**config.mk**
```make
export PLATFORM = sky130hd
export DESIGN_NAME = fetch_pc_ctrl
export DESIGN_NICKNAME = d
export VERILOG_FILES = /design/src/rtl/fetch_pc_ctrl_pkg.sv /design/src/rtl/fetch_skid_buf.sv /design/src/rtl/fetch_pc_ctrl.sv
export SDC_FILE = /design/constraint.sdc
export NUM_CORES = 1
export LEC_CHECK = 0
export CAP_MARGIN = 20
export CELL_PAD_IN_SITES_DETAIL_PLACEMENT = 2
export CELL_PAD_IN_SITES_GLOBAL_PLACEMENT = 2
export CORE_MARGIN = 2
export CORE_UTILIZATION = 31
export DETAILED_ROUTE_END_ITERATION = 12
export PLACE_DENSITY = 0.75
export SKIP_CTS_REPAIR_TIMING = 1
export SLEW_MARGIN = 15
export SYNTH_ARGS = -nofsm -noshare
export SYNTH_HDL_FRONTEND = slang
export SYNTH_SLANG_ARGS = --single-unit
```
**constraint.sdc**
```tcl
create_clock -name clk -period 4.25 [get_ports clk]
set_input_delay 0.85 -clock clk [delete_from_list [all_inputs] [get_ports clk]]
set_output_delay 0.85 -clock clk [all_outputs]
set_load 0.02 [all_outputs]
```
**src/rtl/fetch_pc_ctrl_pkg.sv**
```systemverilog
// Shared definitions for the fetch PC controller: word width, default
// reset PC and halt opcode, the fetch FSM encoding and the buffered entry.
package fetch_pc_ctrl_pkg;

  localparam int WORD_W = 16;

  localparam logic [WORD_W-1:0] DEFAULT_RESET_PC   = 16'h0000;
  localparam logic [3:0]        DEFAULT_HLT_OPCODE = 4'hF;

  typedef enum logic [1:0] {
    ST_FETCH  = 2'd0,
    ST_WAIT   = 2'd1,
    ST_SQUASH = 2'd2,
    ST_HALTED = 2'd3
  } fetch_state_t;

  // One fetched instruction together with its address and fall-through PC.
  typedef struct packed {
    logic [WORD_W-1:0] instr;
    logic [WORD_W-1:0] pc;
    logic [WORD_W-1:0] pc_plus_2;
  } fetch_entry_t;

  // Next sequential instruction address; wraps FFFE -> 0000.
  function automatic logic [WORD_W-1:0] pc_next(input logic [WORD_W-1:0] pc);
    return pc + WORD_W'(2);
  endfunction

endpackage

```
**src/rtl/fetch_skid_buf.sv**
```systemverilog
// Two-entry fetch buffer: OUT is what decode sees, PEND catches the one word
// that arrives while decode is stalled. A pop refills OUT on the same edge,
// from PEND first, otherwise straight from the incoming push.
module fetch_skid_buf
  import fetch_pc_ctrl_pkg::*;
(
  input  logic        clk,
  input  logic        rst,
  input  logic        flush,
  input  logic        push,
  input  logic [15:0] push_instr,
  input  logic [15:0] push_pc,
  input  logic [15:0] push_pc_plus_2,
  input  logic        pop,
  output logic        out_valid,
  output logic [15:0] out_instr,
  output logic [15:0] out_pc,
  output logic [15:0] out_pc_plus_2
);

  fetch_entry_t out_q;
  fetch_entry_t pend_q;
  fetch_entry_t push_entry;
  logic         pend_valid;
  logic         out_free;

  assign push_entry = '{instr: push_instr, pc: push_pc, pc_plus_2: push_pc_plus_2};
  // OUT can take a new word when it is empty or being consumed this edge.
  assign out_free   = !out_valid || pop;

  // OUT/PEND update: flush drops everything, otherwise keep program order.
  // NOTE: state registers use non-blocking (<=) so every flop samples the
  // pre-edge values; blocking here would let PEND->OUT and push race.
  always_ff @(posedge clk or posedge rst) begin
    if (rst) begin
      // NOTE: the data fields are reset too because decode-visible
      // if_instr/if_pc/if_pc_plus_2 must read zero out of reset.
      out_valid  <= 1'b0;
      pend_valid <= 1'b0;
      out_q      <= '0;
      pend_q     <= '0;
    end else if (flush) begin
      out_valid  <= 1'b0;
      pend_valid <= 1'b0;
    end else if (out_free) begin
      if (pend_valid) begin
        out_q      <= pend_q;
        out_valid  <= 1'b1;
        pend_valid <= push;
        if (push) pend_q <= push_entry;
      end else begin
        out_valid <= push;
        if (push) out_q <= push_entry;
      end
    end else if (push) begin
      pend_q     <= push_entry;
      pend_valid <= 1'b1;
    end
  end

  assign out_instr     = out_q.instr;
  assign out_pc        = out_q.pc;
  assign out_pc_plus_2 = out_q.pc_plus_2;

endmodule

```
**src/rtl/fetch_pc_ctrl.sv**
```systemverilog
// Fetch PC controller: owns the architectural PC, issues req/ack fetches to
// instruction memory, buffers up to two words for decode, squashes wrong-path
// fetches on redirect and parks on a HLT opcode until redirected or reset.
module fetch_pc_ctrl
  import fetch_pc_ctrl_pkg::*;
#(
  parameter logic [15:0] RESET_PC   = DEFAULT_RESET_PC,
  parameter logic [3:0]  HLT_OPCODE = DEFAULT_HLT_OPCODE
) (
  input  logic        clk,
  input  logic        rst,
  input  logic        redirect,
  input  logic [15:0] redirect_pc,
  input  logic        stall,
  output logic        imem_req,
  output logic [15:0] imem_addr,
  input  logic        imem_ack,
  input  logic [15:0] imem_rdata,
  output logic        if_valid,
  output logic [15:0] if_instr,
  output logic [15:0] if_pc,
  output logic [15:0] if_pc_plus_2,
  output logic        halted
);

  fetch_state_t state_q, state_d;
  logic [15:0]  pc_q, pc_d;
  logic [15:0]  squash_addr_q;   // address of the request being discarded
  logic [15:0]  target_pc;
  logic         req_active;
  logic         consume;
  logic         fetch_push;
  logic         is_hlt;

  assign target_pc  = redirect_pc & 16'hFFFE;
  assign req_active = (state_q == ST_FETCH) || (state_q == ST_SQUASH);
  // Request is masked while reset is held so memory sees no fetch then.
  assign imem_req   = req_active && !rst;
  assign imem_addr  = (state_q == ST_SQUASH) ? squash_addr_q : pc_q;
  assign consume    = if_valid && !stall;
  assign is_hlt     = (imem_rdata[15:12] == HLT_OPCODE);
  // Only a FETCH-state ack that is not overridden by a redirect is kept.
  assign fetch_push = (state_q == ST_FETCH) && imem_ack && !redirect;
  assign halted     = (state_q == ST_HALTED);

  // Next-state and next-PC; redirect dominates stall, ack and halt.
  // NOTE: every always_comb output gets a default first so no path can
  // leave it unassigned and infer a latch.
  always_comb begin
    state_d = state_q;
    pc_d    = pc_q;
    if (redirect) begin
      pc_d    = target_pc;
      state_d = (req_active && !imem_ack) ? ST_SQUASH : ST_FETCH;
    end else begin
      unique case (state_q)
        ST_FETCH: begin
          if (imem_ack) begin
            if (is_hlt) begin
              state_d = ST_HALTED;
            end else begin
              pc_d = pc_next(pc_q);
              // OUT stays occupied, so this word parks in PEND: pause.
              if (if_valid && !consume) state_d = ST_WAIT;
            end
          end
        end
        ST_WAIT:   if (consume)  state_d = ST_FETCH;
        ST_SQUASH: if (imem_ack) state_d = ST_FETCH;
        ST_HALTED: state_d = ST_HALTED;
        default:   state_d = ST_FETCH;
      endcase
    end
  end

  // FSM state and architectural PC registers.
  always_ff @(posedge clk or posedge rst) begin
    if (rst) begin
      state_q <= ST_FETCH;
      pc_q    <= RESET_PC;
    end else begin
      state_q <= state_d;
      pc_q    <= pc_d;
    end
  end

  // Capture the stale address when an unacked FETCH request gets squashed,
  // so imem_addr stays stable until memory answers that request.
  always_ff @(posedge clk or posedge rst) begin
    if (rst) begin
      squash_addr_q <= RESET_PC;
    end else if (redirect && (state_q == ST_FETCH) && !imem_ack) begin
      squash_addr_q <= pc_q;
    end
  end

  fetch_skid_buf u_skid (
    .clk            (clk),
    .rst            (rst),
    .flush          (redirect),
    .push           (fetch_push),
    .push_instr     (imem_rdata),
    .push_pc        (pc_q),
    .push_pc_plus_2 (pc_next(pc_q)),
    .pop            (!stall),
    .out_valid      (if_valid),
    .out_instr      (if_instr),
    .out_pc         (if_pc),
    .out_pc_plus_2  (if_pc_plus_2)
  );

endmodule

```
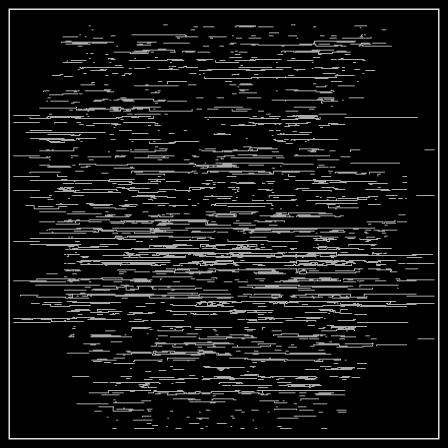
**Above:** run 1 (signal wires on met1).
wire length on this layer: 7680 um
main direction: horizontal
share of all routed wire: 43%
via count: 4582
met1 usage in global routing: 0.2264
detailed-route wire length: 18030 um

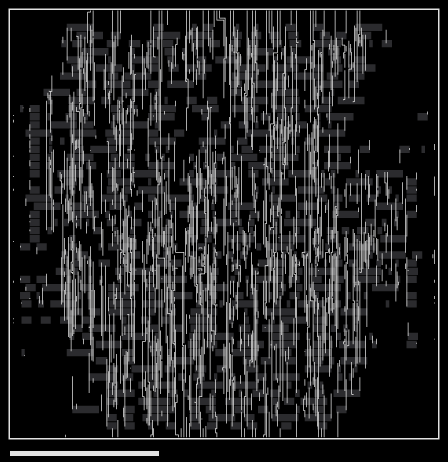
**Above:** run 1 (M2 wires).
Bar = 50 um. Cells faint in the background.
share of all routed wire: 53%
main direction: vertical
M2 GR Usage: 0.3271

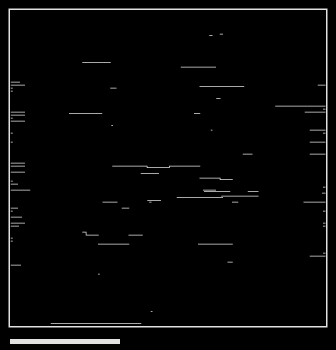
**Above:** run 1 (met3 routing).
Bar = 50 um.
wire length on this layer: 472 um
share of all routed wire: 2.6%
main direction: horizontal
met3 layer usage reported by global route: 0.03253

==> results.toml, run 1 <==
# flow metrics
[die]
std_cell_rows = 50
die-area_sq_um = 20490

[placement]
dpl_cell_area_sq_um = 7218
port_buffers = 99
dp_worst_setup_slack_ps = 1145

[final_layout]
fin_nets = 693
final_layout_size_suffix_gt1_frac = 0.1551
flow.area_growth_from_synthesis_pct = 31.03
nFillCells = 1945

[grt]
grt_antenna_before_repair = 0

[yosys]
synth.avg_cell_area_sq_um = 10.51
predominant_post_synthesis_flop_cell = "dfrtp_1"
yosys_warnings = 0

[final_timing]
maxSlewHeadroom = 0.3696
timing.final.crit_share = 0.8328
report.final.hold_viol_count = 0
setup_tns_ps = 0

[status]
status = "complete, no violations"

[worst_setup_path]
r2r_slack_ps = 1500
critical_path.top_delay_family = "adder cells"

[clock_tree]
clock_sink_count = 126
tritoncts = "built"

[run]
max_cap_violations = 0

[route]
routedWlPerCell_um = 19.51
drc = 0
drt_iter0_drc = 170

[power]
report.power.total_mw = 5.570
[run 1: cells in the mapped netlist (all sizes together) (2+ instances only)]
master  number  area (sq um)
mux2i       38         380.4
nand2       73         274.0
xnor2       13         113.9
a21oi       17         85.08
or4          4         33.78
nor4        11         68.82
a31oi        5         31.28
clkbuf      27         102.6
ha           5         62.56
xor2         6         52.55
mux2        55         619.3
nand3       20         100.1
or2          2         12.51
nor2        26         97.59
a21o         4         30.03
and4         5         45.04
o21ai       60         300.3
nor3         5         25.02
nand3b       3         22.52
a211oi       2         15.01
inv         15         56.30
o31ai        4         30.03
nand4        5         37.53
dfrtp      126          3153
o211ai       7         52.55
buf         22         118.9
[run 1: cell usage in the layout, fill, tap and decap left out, types with 6 or more instances in the layout]
master           instances
buf_4                    7
nor4_1                  11
dfrtp_1                125
nand3_1                 20
mux2i_1                 38
xor2_1                   6
mux2_2                  55
nor2_1                  26
clkbuf_16               17
inv_1                   14
nand2_1                 73
o21ai_0                 59
o211ai_1                 7
xnor2_1                 13
a21oi_1                 17
clkdlybuf4s50_1         99
[run 1: state kept, by name (all words and copies together), names as in the netlist]
name,flops
u_skid.pend_q,46
u_skid.out_instr,16
u_skid.out_pc,15
u_skid.out_pc_plus_2,15
state_q,2
squash_addr_q,15
u_skid.pend_valid,1
u_skid.out_valid,1
pc_q,15
[run 1: routing by layer]
metal	track usage	vias up	part of all wire
met4	0.07348	0	0.020
met5	0	-	0
li1	-	2138	-
met2	0.3271	83	0.53
met1	0.2264	2333	0.43
met3	0.03253	28	0.026
[run 1: kinds of logic after synthesis]
| logic type | after synthesis | share of synthesized area |
|---|---|---|
| simple gates | 158 | 0.1240 |
| flops | 126 | 0.5252 |
| compound gates | 104 | 0.09754 |
| mux | 93 | 0.1665 |
| buf+inv | 64 | 0.04627 |
| xor+xnor | 19 | 0.02772 |
| fa+ha+maj | 6 | 0.01209 |
| other cells | 1 | 0.0006247 |
[run 1: worst reg2reg max path: stages, from the launching register on]
cell and delay, ps:
dfrtp_1 600, ha_1 310, nand3_1 450, nor3_1 880, nand3b_1 180, a31oi_1 240
[run 1: final timing paths]
check,startpoint,end,cells past startpoint
setup / recovery,state_q[0],imem_addr[1],4
hold / removal,u_skid.out_pc_plus_2[5],u_skid.out_pc_plus_2[5],1
setup reg to reg,pc_q[1],pc_q[15],5
hold reg to reg,u_skid.out_pc_plus_2[5],u_skid.out_pc_plus_2[5],1
max in group asynchronous,rst,u_skid.pend_q[35],3
min in group asynchronous,rst,state_q[0],2
[run 1: layout make-up]
class,instances,area [sq um],share of cell area
multi-input combinational,383,2596,0.3300
clock inverter,11,187.7,0.02386
timing repair buffer,108,1084,0.1377
inverter,15,58.81,0.007476
tap,260,325.3,0.04136
sequential,126,3154,0.4010
clock buffer,21,460.4,0.05853
[run 1: power by group]
part	switching, mW	leakage [nW]	internal, mW
combinational	1.01	1.38	0.918
sequential	0.329	1.56	1.69
clock	0.553	0.309	1.07
total	1.89	3.25	3.68
**Run 1: met4 routing**

Cells faint in the background.
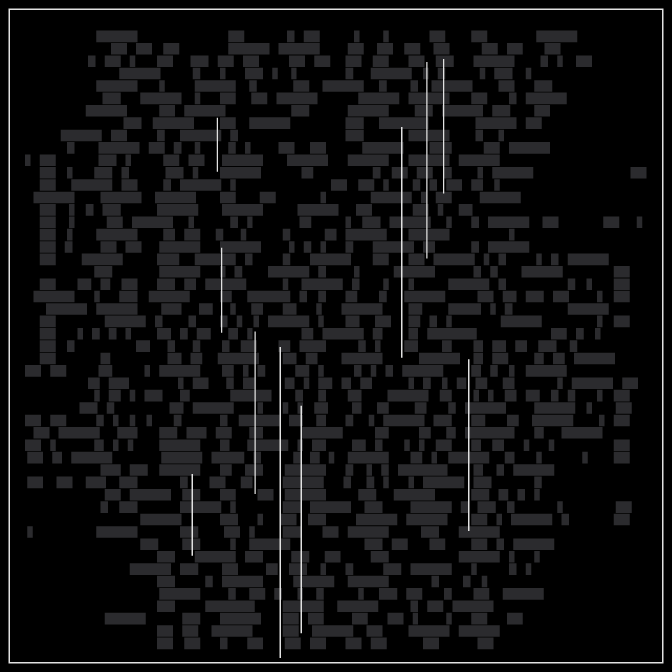

==> run 1 -> run 2 <==
clock period = 3.2 ns   (was 4.25 ns; I/O delays follow)
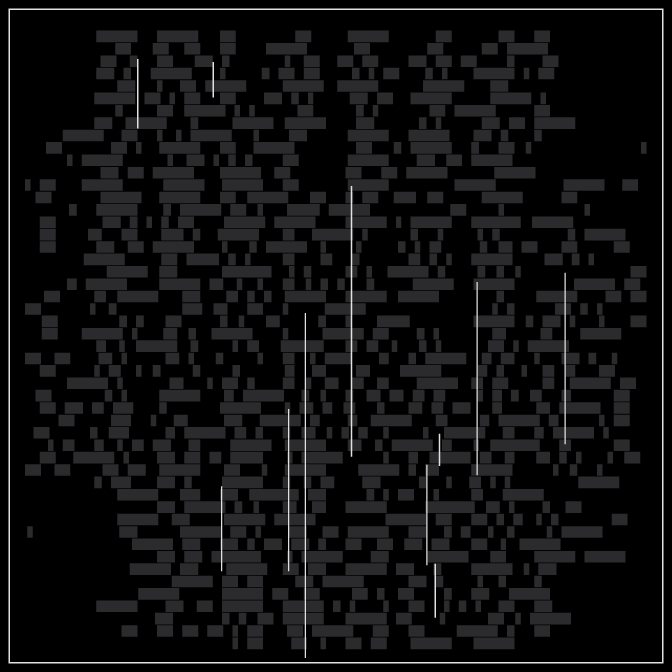
**Above:** run 2 (met4 routing).
Cells faint in the background.
wire length on this layer: 331 um
main direction: vertical
longest straight run: 75.5 um
share of all routed wire: 1.8%
nets with wire on the layer: 7
via count: 4681
detailed-route wire length: 18280 um

==> run 2 against run 1 <==
Highest routed layer unchanged. Synthesized area is the same. Flip-flop count is the same. Power grew 35%. Cell count grew 0.65%. Non-clock buffer count grew 6. Core utilization grew 0.50 points. Clock power grew 36%. First-iteration DRC count grew 7.6%. Wire length grew 1.4%. Combinational power grew 34%. Global-route usage grew 0.42 points.
==> results.toml, run 2 <==
# flow metrics
[yosys]
synth.cellmix.simpleShare = 0.1240
xor_area_frac = 0.02772
yosys.cell_count.top_type = "dfrtp_1"
yosys_warnings = 0
top_cell_type_s_share_of_synthesized_area = 0.5252
aoi_share = 0.09754
predominant_post_synthesis_flop_cell = "dfrtp_1"
synthAdderAreaFrac = 0.01209
yosys-top-cells-area = "dfrtp_1 (53%), mux2_2 (10%), mux2i_1 (6.3%)"
synth.avg_cell_area_sq_um = 10.51
post_synth_main_logic_family = "multiplexers"

[final_timing]
report.final.hold_viol_count = 0
maxSlewHeadroom = 0.4051
timing.final.crit_share = 0.9192
setup_tns_ps = 0

[route]
drt_iter0_drc = 183
routedWlPerCell_um = 19.66

[final_layout]
nFillCells = 1935
largest_register_ffs = 46
final_layout_size_suffix_gt1_frac = 0.1627
flow.area_growth_from_synthesis_pct = 32.62
fin_nets = 699
final_cell_mix = "dfrtp_1 (125), clkdlybuf4s50_1 (99), nand2_1 (73)"
registers.top_by_ff_count = "u_skid.pend_q"

[run]
max_cap_violations = 0

[power]
p_switching_mw = 2.513
cellInternalPower_mw = 4.982
power_frac_comb = 0.346

[die]
std_cell_rows = 50
die-area_sq_um = 20490

[grt]
grt_antenna_before_repair = 0

[worst_setup_path]
r2r_slack_ps = 650

[placement]
port_buffers = 99

[status]
status = "complete, no violations"
run 2: cell counts after synthesis:
No cell type changed its count.
run 2: worst paths after layout:
| kind | from | to | depth (start not counted) |
|---|---|---|---|
| setup reg to reg | pc_q[1] | pc_q[13] | 6 |
| hold / removal | u_skid.out_instr[5] | u_skid.out_instr[5] | 2 |
| min in group asynchronous | rst | state_q[1] | 2 |
| hold reg to reg | u_skid.out_instr[5] | u_skid.out_instr[5] | 2 |
| max in group asynchronous | rst | u_skid.out_pc[6] | 3 |
| setup / recovery | state_q[0] | imem_addr[1] | 5 |
run 2: kinds of logic (layout without fill, tap and decap cells):
| family | count (synthesis) | after routing |
|---|---|---|
| XOR/XNOR | 19 | 19 |
| buffers and inverters | 64 | 161 |
| flip-flops | 126 | 126 |
| adder cells (fa/ha/maj) | 6 | 6 |
| AND/OR/NAND/NOR | 158 | 158 |
| multiplexers | 93 | 93 |
| other | 1 | 3 |
| AND-OR/OR-AND | 104 | 104 |
run 2: metal layers:
layer,share of wire,track usage,vias to the layer above,routed length [um]
met5,0,0,-,0
met4,0.018,0.06931,0,330
met3,0.024,0.03622,24,444
met2,0.53,0.3374,81,9626
met1,0.43,0.2295,2423,7881
li1,-,-,2153,-
run 2: through the flow:
stage | setup WS, ps | area [sq um] | std cells | hold slack (ps) | power [mW]
final | 258.6 | 7961 | 930 | 477.4 | 7.496
after global routing | 186.0 | 7961 | 930 | 504.6 | 7.942
after CTS | 260.7 | 7961 | 930 | 486.0 | 7.615
after detailed placement | 347.6 | 7289 | 898 | 473.7 | 5.316
after global placement | 497.5 | 7289 | 898 | 461.2 | 5.142
after floorplan | 898.0 | 6015 | 573 | 449.7 | 4.069
run 2: power groups by stage:
| stage | Clock (mW) | Combinational [mW] | Sequential (mW) |
|---|---|---|---|
| 5_1_grt | 2.33 | 2.82 | 2.79 |
| 3_3_place_gp | 0 | 2.49 | 2.65 |
| 4_1_cts | 2.27 | 2.64 | 2.70 |
| 2_1_floorplan | 0 | 1.18 | 2.89 |
| 6_report | 2.21 | 2.59 | 2.69 |
| 3_5_place_dp | 0 | 2.61 | 2.71 |
run 2: worst max-delay path: cells and delay by family, from the launching register on:
family | cells | cell delay [ps]
buffers and inverters | 3 | 920
adders and majority gates | 1 | 140
muxes | 1 | 390
DFF | 1 | 420
run 2: area by class of cell:
class	count	area, sq um	share of cell area
inverter	15	60.06	0.007544
timing repair buffer	114	1154	0.1449
sequential	126	3154	0.3962
clock buffer	21	460.4	0.05783
tap	260	325.3	0.04086
multi-input combinational	383	2596	0.3261
clock inverter	11	211.5	0.02656
No activity file was given, so power comes from the tool's default toggle rates.
